File: src/rtl/atm_ledger.sv
// ============================================================================
// atm_ledger : multi-account ledger, one BALANCE/WITHDRAW/DEPOSIT/TRANSFER per
//              valid/ready request. Option macro: ATM_TXN_COUNT_EN (txn_count).
// Revision   : 1.0
// ============================================================================
`default_nettype none

module atm_ledger #(
   parameter int NUM_ACCOUNTS = 16,
   parameter int ACCT_W       = 4,
   parameter int BAL_W        = 10,
   parameter int INIT_BALANCE = 200
) (
   input  logic              clk,
   input  logic              rst_n,
   input  logic              req_valid,
   output logic              req_ready,
   input  logic [2:0]        req_op,
   input  logic [ACCT_W-1:0] req_origin,
   input  logic [ACCT_W-1:0] req_purpose,
   input  logic [BAL_W-1:0]  req_amount,
   output logic              rsp_valid,
   input  logic              rsp_ready,
   output logic [1:0]        rsp_status,
   output logic [BAL_W-1:0]  rsp_balance
`ifdef ATM_TXN_COUNT_EN
   ,
   output logic [15:0]       txn_count
`endif
);

   localparam logic [2:0] OP_BALANCE  = 3'd0;
   localparam logic [2:0] OP_WITHDRAW = 3'd1;
   localparam logic [2:0] OP_DEPOSIT  = 3'd2;
   localparam logic [2:0] OP_TRANSFER = 3'd3;

   localparam logic [1:0] ST_OK    = 2'b00;
   localparam logic [1:0] ST_INSUF = 2'b01;
   localparam logic [1:0] ST_OVFL  = 2'b10;
   localparam logic [1:0] ST_ERR   = 2'b11;

   localparam logic [ACCT_W:0]  NUM_ACCT_L = (ACCT_W+1)'(NUM_ACCOUNTS);
   localparam logic [BAL_W-1:0] INIT_BAL_L = BAL_W'(INIT_BALANCE);

   typedef enum logic [1:0] {
      S_IDLE = 2'd0,
      S_EXEC = 2'd1,
      S_RESP = 2'd2
   } state_t;

   state_t              state_q;
   logic                req_ready_q;
   logic                rsp_valid_q;
   logic [1:0]          rsp_status_q;
   logic [BAL_W-1:0]    rsp_balance_q;
   logic [2:0]          op_q;
   logic [ACCT_W-1:0]   origin_q;
   logic [ACCT_W-1:0]   purpose_q;
   logic [BAL_W-1:0]    amount_q;
   logic [BAL_W-1:0]    bal_q [NUM_ACCOUNTS];

   logic [BAL_W-1:0]    org_bal;
   logic [BAL_W-1:0]    dst_bal;
   logic                org_in;
   logic                pur_in;
   logic [BAL_W:0]      dep_sum;
   logic [BAL_W:0]      xfer_sum;
   logic [1:0]          status_d;
   logic [BAL_W-1:0]    org_new;
   logic [BAL_W-1:0]    dst_new;
   logic [BAL_W-1:0]    balance_d;
   logic                wr_org;
   logic                wr_dst;

   assign org_in   = ({1'b0, origin_q}  < NUM_ACCT_L);
   assign pur_in   = ({1'b0, purpose_q} < NUM_ACCT_L);
   assign dep_sum  = {1'b0, org_bal} + {1'b0, amount_q};
   assign xfer_sum = {1'b0, dst_bal} + {1'b0, amount_q};

   // Out-of-range accounts read as zero rather than indexing past the array.
   always_comb begin
      org_bal = '0;
      dst_bal = '0;
      for (int i = 0; i < NUM_ACCOUNTS; i++) begin
         if (origin_q == ACCT_W'(i))  org_bal = bal_q[i];
         if (purpose_q == ACCT_W'(i)) dst_bal = bal_q[i];
      end
   end

   always_comb begin
      status_d = ST_OK;
      org_new  = org_bal;
      dst_new  = dst_bal;
      wr_org   = 1'b0;
      wr_dst   = 1'b0;
      if (op_q[2] || !org_in ||
          (op_q == OP_TRANSFER && (!pur_in || purpose_q == origin_q))) begin
         status_d = ST_ERR;
      end else begin
         case (op_q)
            OP_WITHDRAW: begin
               if (amount_q <= org_bal) begin
                  org_new = org_bal - amount_q;
                  wr_org  = 1'b1;
               end else begin
                  status_d = ST_INSUF;
               end
            end
            OP_DEPOSIT: begin
               if (dep_sum[BAL_W]) begin
                  status_d = ST_OVFL;
               end else begin
                  org_new = dep_sum[BAL_W-1:0];
                  wr_org  = 1'b1;
               end
            end
            OP_TRANSFER: begin
               if (amount_q > org_bal) begin
                  status_d = ST_INSUF;
               end else if (xfer_sum[BAL_W]) begin
                  status_d = ST_OVFL;
               end else begin
                  org_new = org_bal - amount_q;
                  dst_new = xfer_sum[BAL_W-1:0];
                  wr_org  = 1'b1;
                  wr_dst  = 1'b1;
               end
            end
            default: status_d = ST_OK;
         endcase
      end
      balance_d = (status_d == ST_ERR && !org_in) ? '0 : org_new;
   end

`ifdef ATM_TXN_COUNT_EN
   logic        count_inc;
   logic [15:0] txn_count_q;

   assign count_inc = (status_d == ST_OK) && (op_q != OP_BALANCE);
   assign txn_count = txn_count_q;

   always_ff @(posedge clk or negedge rst_n) begin
      if (!rst_n) begin
         txn_count_q <= '0;
      end else if (state_q == S_EXEC && count_inc && txn_count_q != 16'hFFFF) begin
         txn_count_q <= txn_count_q + 16'd1;
      end
   end
`endif

   always_ff @(posedge clk or negedge rst_n) begin
      if (!rst_n) begin
         state_q       <= S_IDLE;
         req_ready_q   <= 1'b0;
         rsp_valid_q   <= 1'b0;
         rsp_status_q  <= ST_OK;
         rsp_balance_q <= '0;
         op_q          <= '0;
         origin_q      <= '0;
         purpose_q     <= '0;
         amount_q      <= '0;
         for (int i = 0; i < NUM_ACCOUNTS; i++) bal_q[i] <= INIT_BAL_L;
      end else begin
         case (state_q)
            S_IDLE: begin
               req_ready_q <= 1'b1;
               if (req_ready_q && req_valid) begin
                  op_q        <= req_op;
                  origin_q    <= req_origin;
                  purpose_q   <= req_purpose;
                  amount_q    <= req_amount;
                  req_ready_q <= 1'b0;
                  state_q     <= S_EXEC;
               end
            end
            S_EXEC: begin
               // Both legs of a transfer commit on this single edge.
               for (int i = 0; i < NUM_ACCOUNTS; i++) begin
                  if (wr_org && origin_q == ACCT_W'(i))  bal_q[i] <= org_new;
                  if (wr_dst && purpose_q == ACCT_W'(i)) bal_q[i] <= dst_new;
               end
               rsp_status_q  <= status_d;
               rsp_balance_q <= balance_d;
               rsp_valid_q   <= 1'b1;
               state_q       <= S_RESP;
            end
            S_RESP: begin
               if (rsp_ready) begin
                  rsp_valid_q <= 1'b0;
                  req_ready_q <= 1'b1;
                  state_q     <= S_IDLE;
               end
            end
            default: begin
               state_q <= S_IDLE;
            end
         endcase
      end
   end

   assign req_ready   = req_ready_q;
   assign rsp_valid   = rsp_valid_q;
   assign rsp_status  = rsp_status_q;
   assign rsp_balance = rsp_balance_q;

endmodule

`default_nettype wire
File: config.mk
export PLATFORM = sky130hd
export DESIGN_NAME = atm_ledger
export DESIGN_NICKNAME = d
export VERILOG_FILES = /design/src/rtl/atm_ledger.sv
export SDC_FILE = /design/constraint.sdc
export NUM_CORES = 1
export LEC_CHECK = 0
export CAP_MARGIN = 40
export CELL_PAD_IN_SITES_DETAIL_PLACEMENT = 0
export CELL_PAD_IN_SITES_GLOBAL_PLACEMENT = 1
export CORE_MARGIN = 4
export CORE_UTILIZATION = 53
export DETAILED_ROUTE_END_ITERATION = 7
export PLACE_DENSITY_LB_ADDON = 0.1
export SETUP_SLACK_MARGIN = 0.5
export SYNTH_ARGS = -nofsm -noshare
export SYNTH_HDL_FRONTEND = slang
export SYNTH_SLANG_ARGS = --single-unit
File: constraint.sdc
create_clock -name clk -period 12.75 [get_ports clk]
set_clock_uncertainty 0.05 [all_clocks]
set_input_delay 3.825 -clock clk [delete_from_list [all_inputs] [get_ports clk]]
set_output_delay 3.825 -clock clk [all_outputs]
set_load 0.005 [all_outputs]
==> flow_summary.toml <==
# physical design summary
[floorplan]
std_cell_rows = 60
core_area_sq_um = 26800
die_x_microns = 173
ioPinCount = 39
fp_util = 0.536
dieArea_sq_um = 29800
die-height_microns = 173
nWellTaps = 341

[final_layout]
final_cell_mix = "nand2_1, nor2_1, a21oi_1"
fin_area_sq_um = 15600
logic_area_sq_um = 8630
buffers = 89
utilization = 0.584
diodes = 3
seq_share = 0.319
nonClockInverterCount = 47
nonClkBufAreaFrac = 0.0508
layout.comb_gates.multi_input = 1278
largest_class = "multi-input combinational cells"
drive_gt1_frac = 0.176
fill_cells = 2410
nFlopsAndLatches = 197
syn_to_final_growth_pct = 8.85
clock_area_frac = 0.0391
nClkBuffers = 17
regArea_sq_um = 4990
fin_nets = 1688

[final_timing]
worst_pin_slew_ns = 0.948
slew_violations = 0
final.min_clock_period_ns = 7.50
relSlewSlack = 0.368
whs_ns = 0.428
rsz0062_at_grt = "no"
hold_viol_final = 0
finalSetupViolCount = 0
fmax_ghz = 0.133
fin_crit_sh = 0.588
setup_tns_ns = 0

[clock_tree]
clk_pin_slew_worst_paths_ns = 0.09
root_buffer = "clkbuf_16"
ctsResizeCount = 0
clockBufferDepth = 2
cts_tree = "built"
cts.sinks = 197
h-tree-depth = 4
cts_buffers = 17
clock_latency_ns = 0.47
ctsHoldBuffers = 0
post_cts_buffers = 0

[hold_path]
hp-class = "reg2reg"

[synthesis]
ys_seq_frac = 0.347
ys_cells = 1644
ys.flop_type = "dfrtp_1"
post-synth-top-area-cell = "dfrtp_1"
synth-edff-count = 0
fp_nets = 1702
synth.most_common_cell = "nand2_1"
synth_area_sq_um = 14400
synth_cell_type_count = 97
avgSynthCellArea_sq_um = 8.74
ys.flops = 197
netlist_top_cells_count = "nand2_1, nor2_1, a21oi_1"
netlist.area_leader.share = 0.259
postSynthCellCount = 1644
yosys_area_sq_um = 14400
synthArstFlopShare = 1.00
yosys_warnings = 0
area_leaders = "dfrtp_1, dfstp_2, nand2_1"

[place]
hpwl_microns = 44000
placed_area_sq_um = 15000
gp_congestion = 1.07
io_buffers = 38

[global_routing]
grt-ovfl-total = 0
grt_pass1_wl_microns = 91300
antenna_found_initial = 1
grt_pass1_vias = 13300
grt_max_degree = 77

[setup_path]
required_ns = 13.05
cpLargestDelayFamily = "AND-OR/OR-AND gates"
start_kind = "flop"
crit_buf_inv = 2
max_stage_delay_ns = 0.81
crit_type = "reg2reg"
worstPathArrival_ns = 7.80
crit_slowest_cell = "a21oi_2"
crit_top_cell = "o21ai_0"
cp_max_fo = 24
endpoint_kind = "flop"
cp_cell_sequence = "inv_1 -> nand2_1 -> nor2_1 -> a22oi_1 -> o211ai_1 -> a211oi_1 -> o21ai_0 -> o21ai_0 -> o21ai_0 -> ha_1 -> nor2b_1 -> o31a_1 -> o31ai_4 -> o211ai_4 -> a211oi_4 -> buf_4 -> nand3_1 -> a21oi_2 -> mux2_2"

[flow_run]
openroad.warnings = 33
maxCapViolations = 0

[drt]
ant_nets = 0
routed_wl_microns = 61700
num_vias = 14200
dr.first_iter.drc_count = 2160
firstDrtPassIters = 8
viasPerCell = 7.15
drc = 0

[run_status]
outcome = "finished clean"
[metrics by stage]
step           setup WS [ns]  instances
3_3_place_gp            5.32       1941
6_report                5.25       1987
3_5_place_dp            5.66       1951
2_1_floorplan           7.79       1644
4_1_cts                 5.64       1983
5_1_grt                 5.28       1984
[metal layers]
layer	GRT usage	wire, microns
met5	0	13
met1	0.585	25100
met2	0.591	26300
met4	0.157	2750
met3	0.105	7520
[state kept, by name, indices dropped and copies added, names as in the netlist]
| register | flops |
|---|---|
| amount_q | 10 |
| bal_q | 160 |
| op_q | 3 |
| origin_q | 4 |
| purpose_q | 4 |
| req_ready | 1 |
| rsp_balance | 10 |
| rsp_status | 2 |
| rsp_valid | 1 |
| state_q | 2 |
[worst paths after layout]
| kind | endpoint | cells past startpoint | startpoint | slack, ns |
|---|---|---|---|---|
| worst max-delay path | bal_q[41] | 19 | purpose_q[0] | 5.25 |
| worst min-delay path | bal_q[123] | 2 | bal_q[123] | 0.43 |
| worst max register to register | bal_q[41] | 19 | purpose_q[0] | 5.25 |
| worst min register to register | bal_q[123] | 2 | bal_q[123] | 0.43 |
| max in group asynchronous | bal_q[82] | 2 | rst_n | 8.03 |
| min in group asynchronous | bal_q[2] | 1 | rst_n | 3.33 |
[kinds of logic after synthesis]
family	count (synthesis)	share of synthesized area
AND/OR/NAND/NOR	542	0.167
AND-OR/OR-AND	530	0.256
flip-flops	197	0.347
buffers and inverters	169	0.0533
multiplexers	153	0.134
adder cells (fa/ha/maj)	33	0.0303
XOR/XNOR	20	0.0122
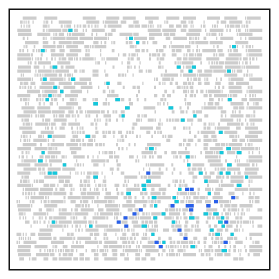
(logic cells by family)
Drawn at 1.5 px/micron.
| family | color | cells | most used |
|---|---|---|---|
| AND-OR and OR-AND gates | cyan | 76 | a221o_1 |
| XOR/XNOR gates | blue | 20 | xnor2_1 |
Comb/total area: 0.552
Layout Cells excl Fill: 1987
most frequent logic cell in the layout: nand2_1

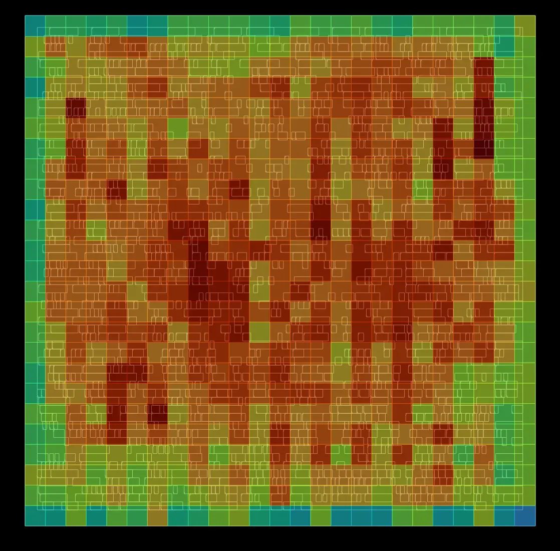
(congestion heat map)
Most Used Layer, Global Route: met2
total track usage: 0.406
wire length per cell: 31.1 microns
M3 GR Usage: 0.105
M2 GR Usage: 0.591

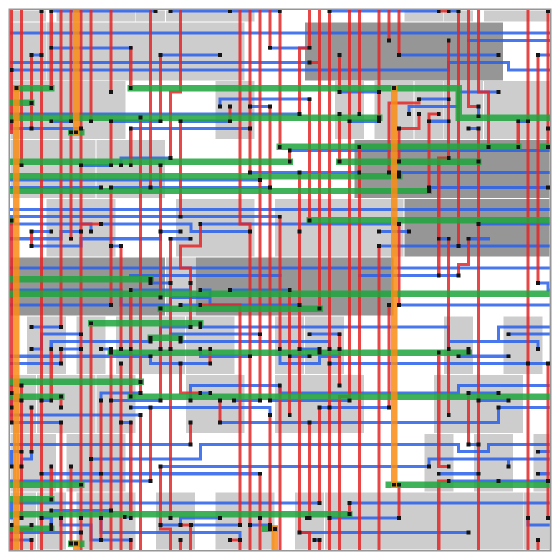
(zoomed window)
Window x 117 to 142, y 117 to 142 microns. Cells in gray, sequential cells in the stronger gray; small squares are vias.
| layer | color |
|---|---|
| met4 | orange |
| met1 | blue |
| met2 | red |
| met3 | green |
sequential cells in the window: 5
cells with their middle in the window: 43
most frequent: a21oi_1 (7), nor2_1 (6), dfrtp_1 (5)
netlist names of flops here include: bal_q (5)

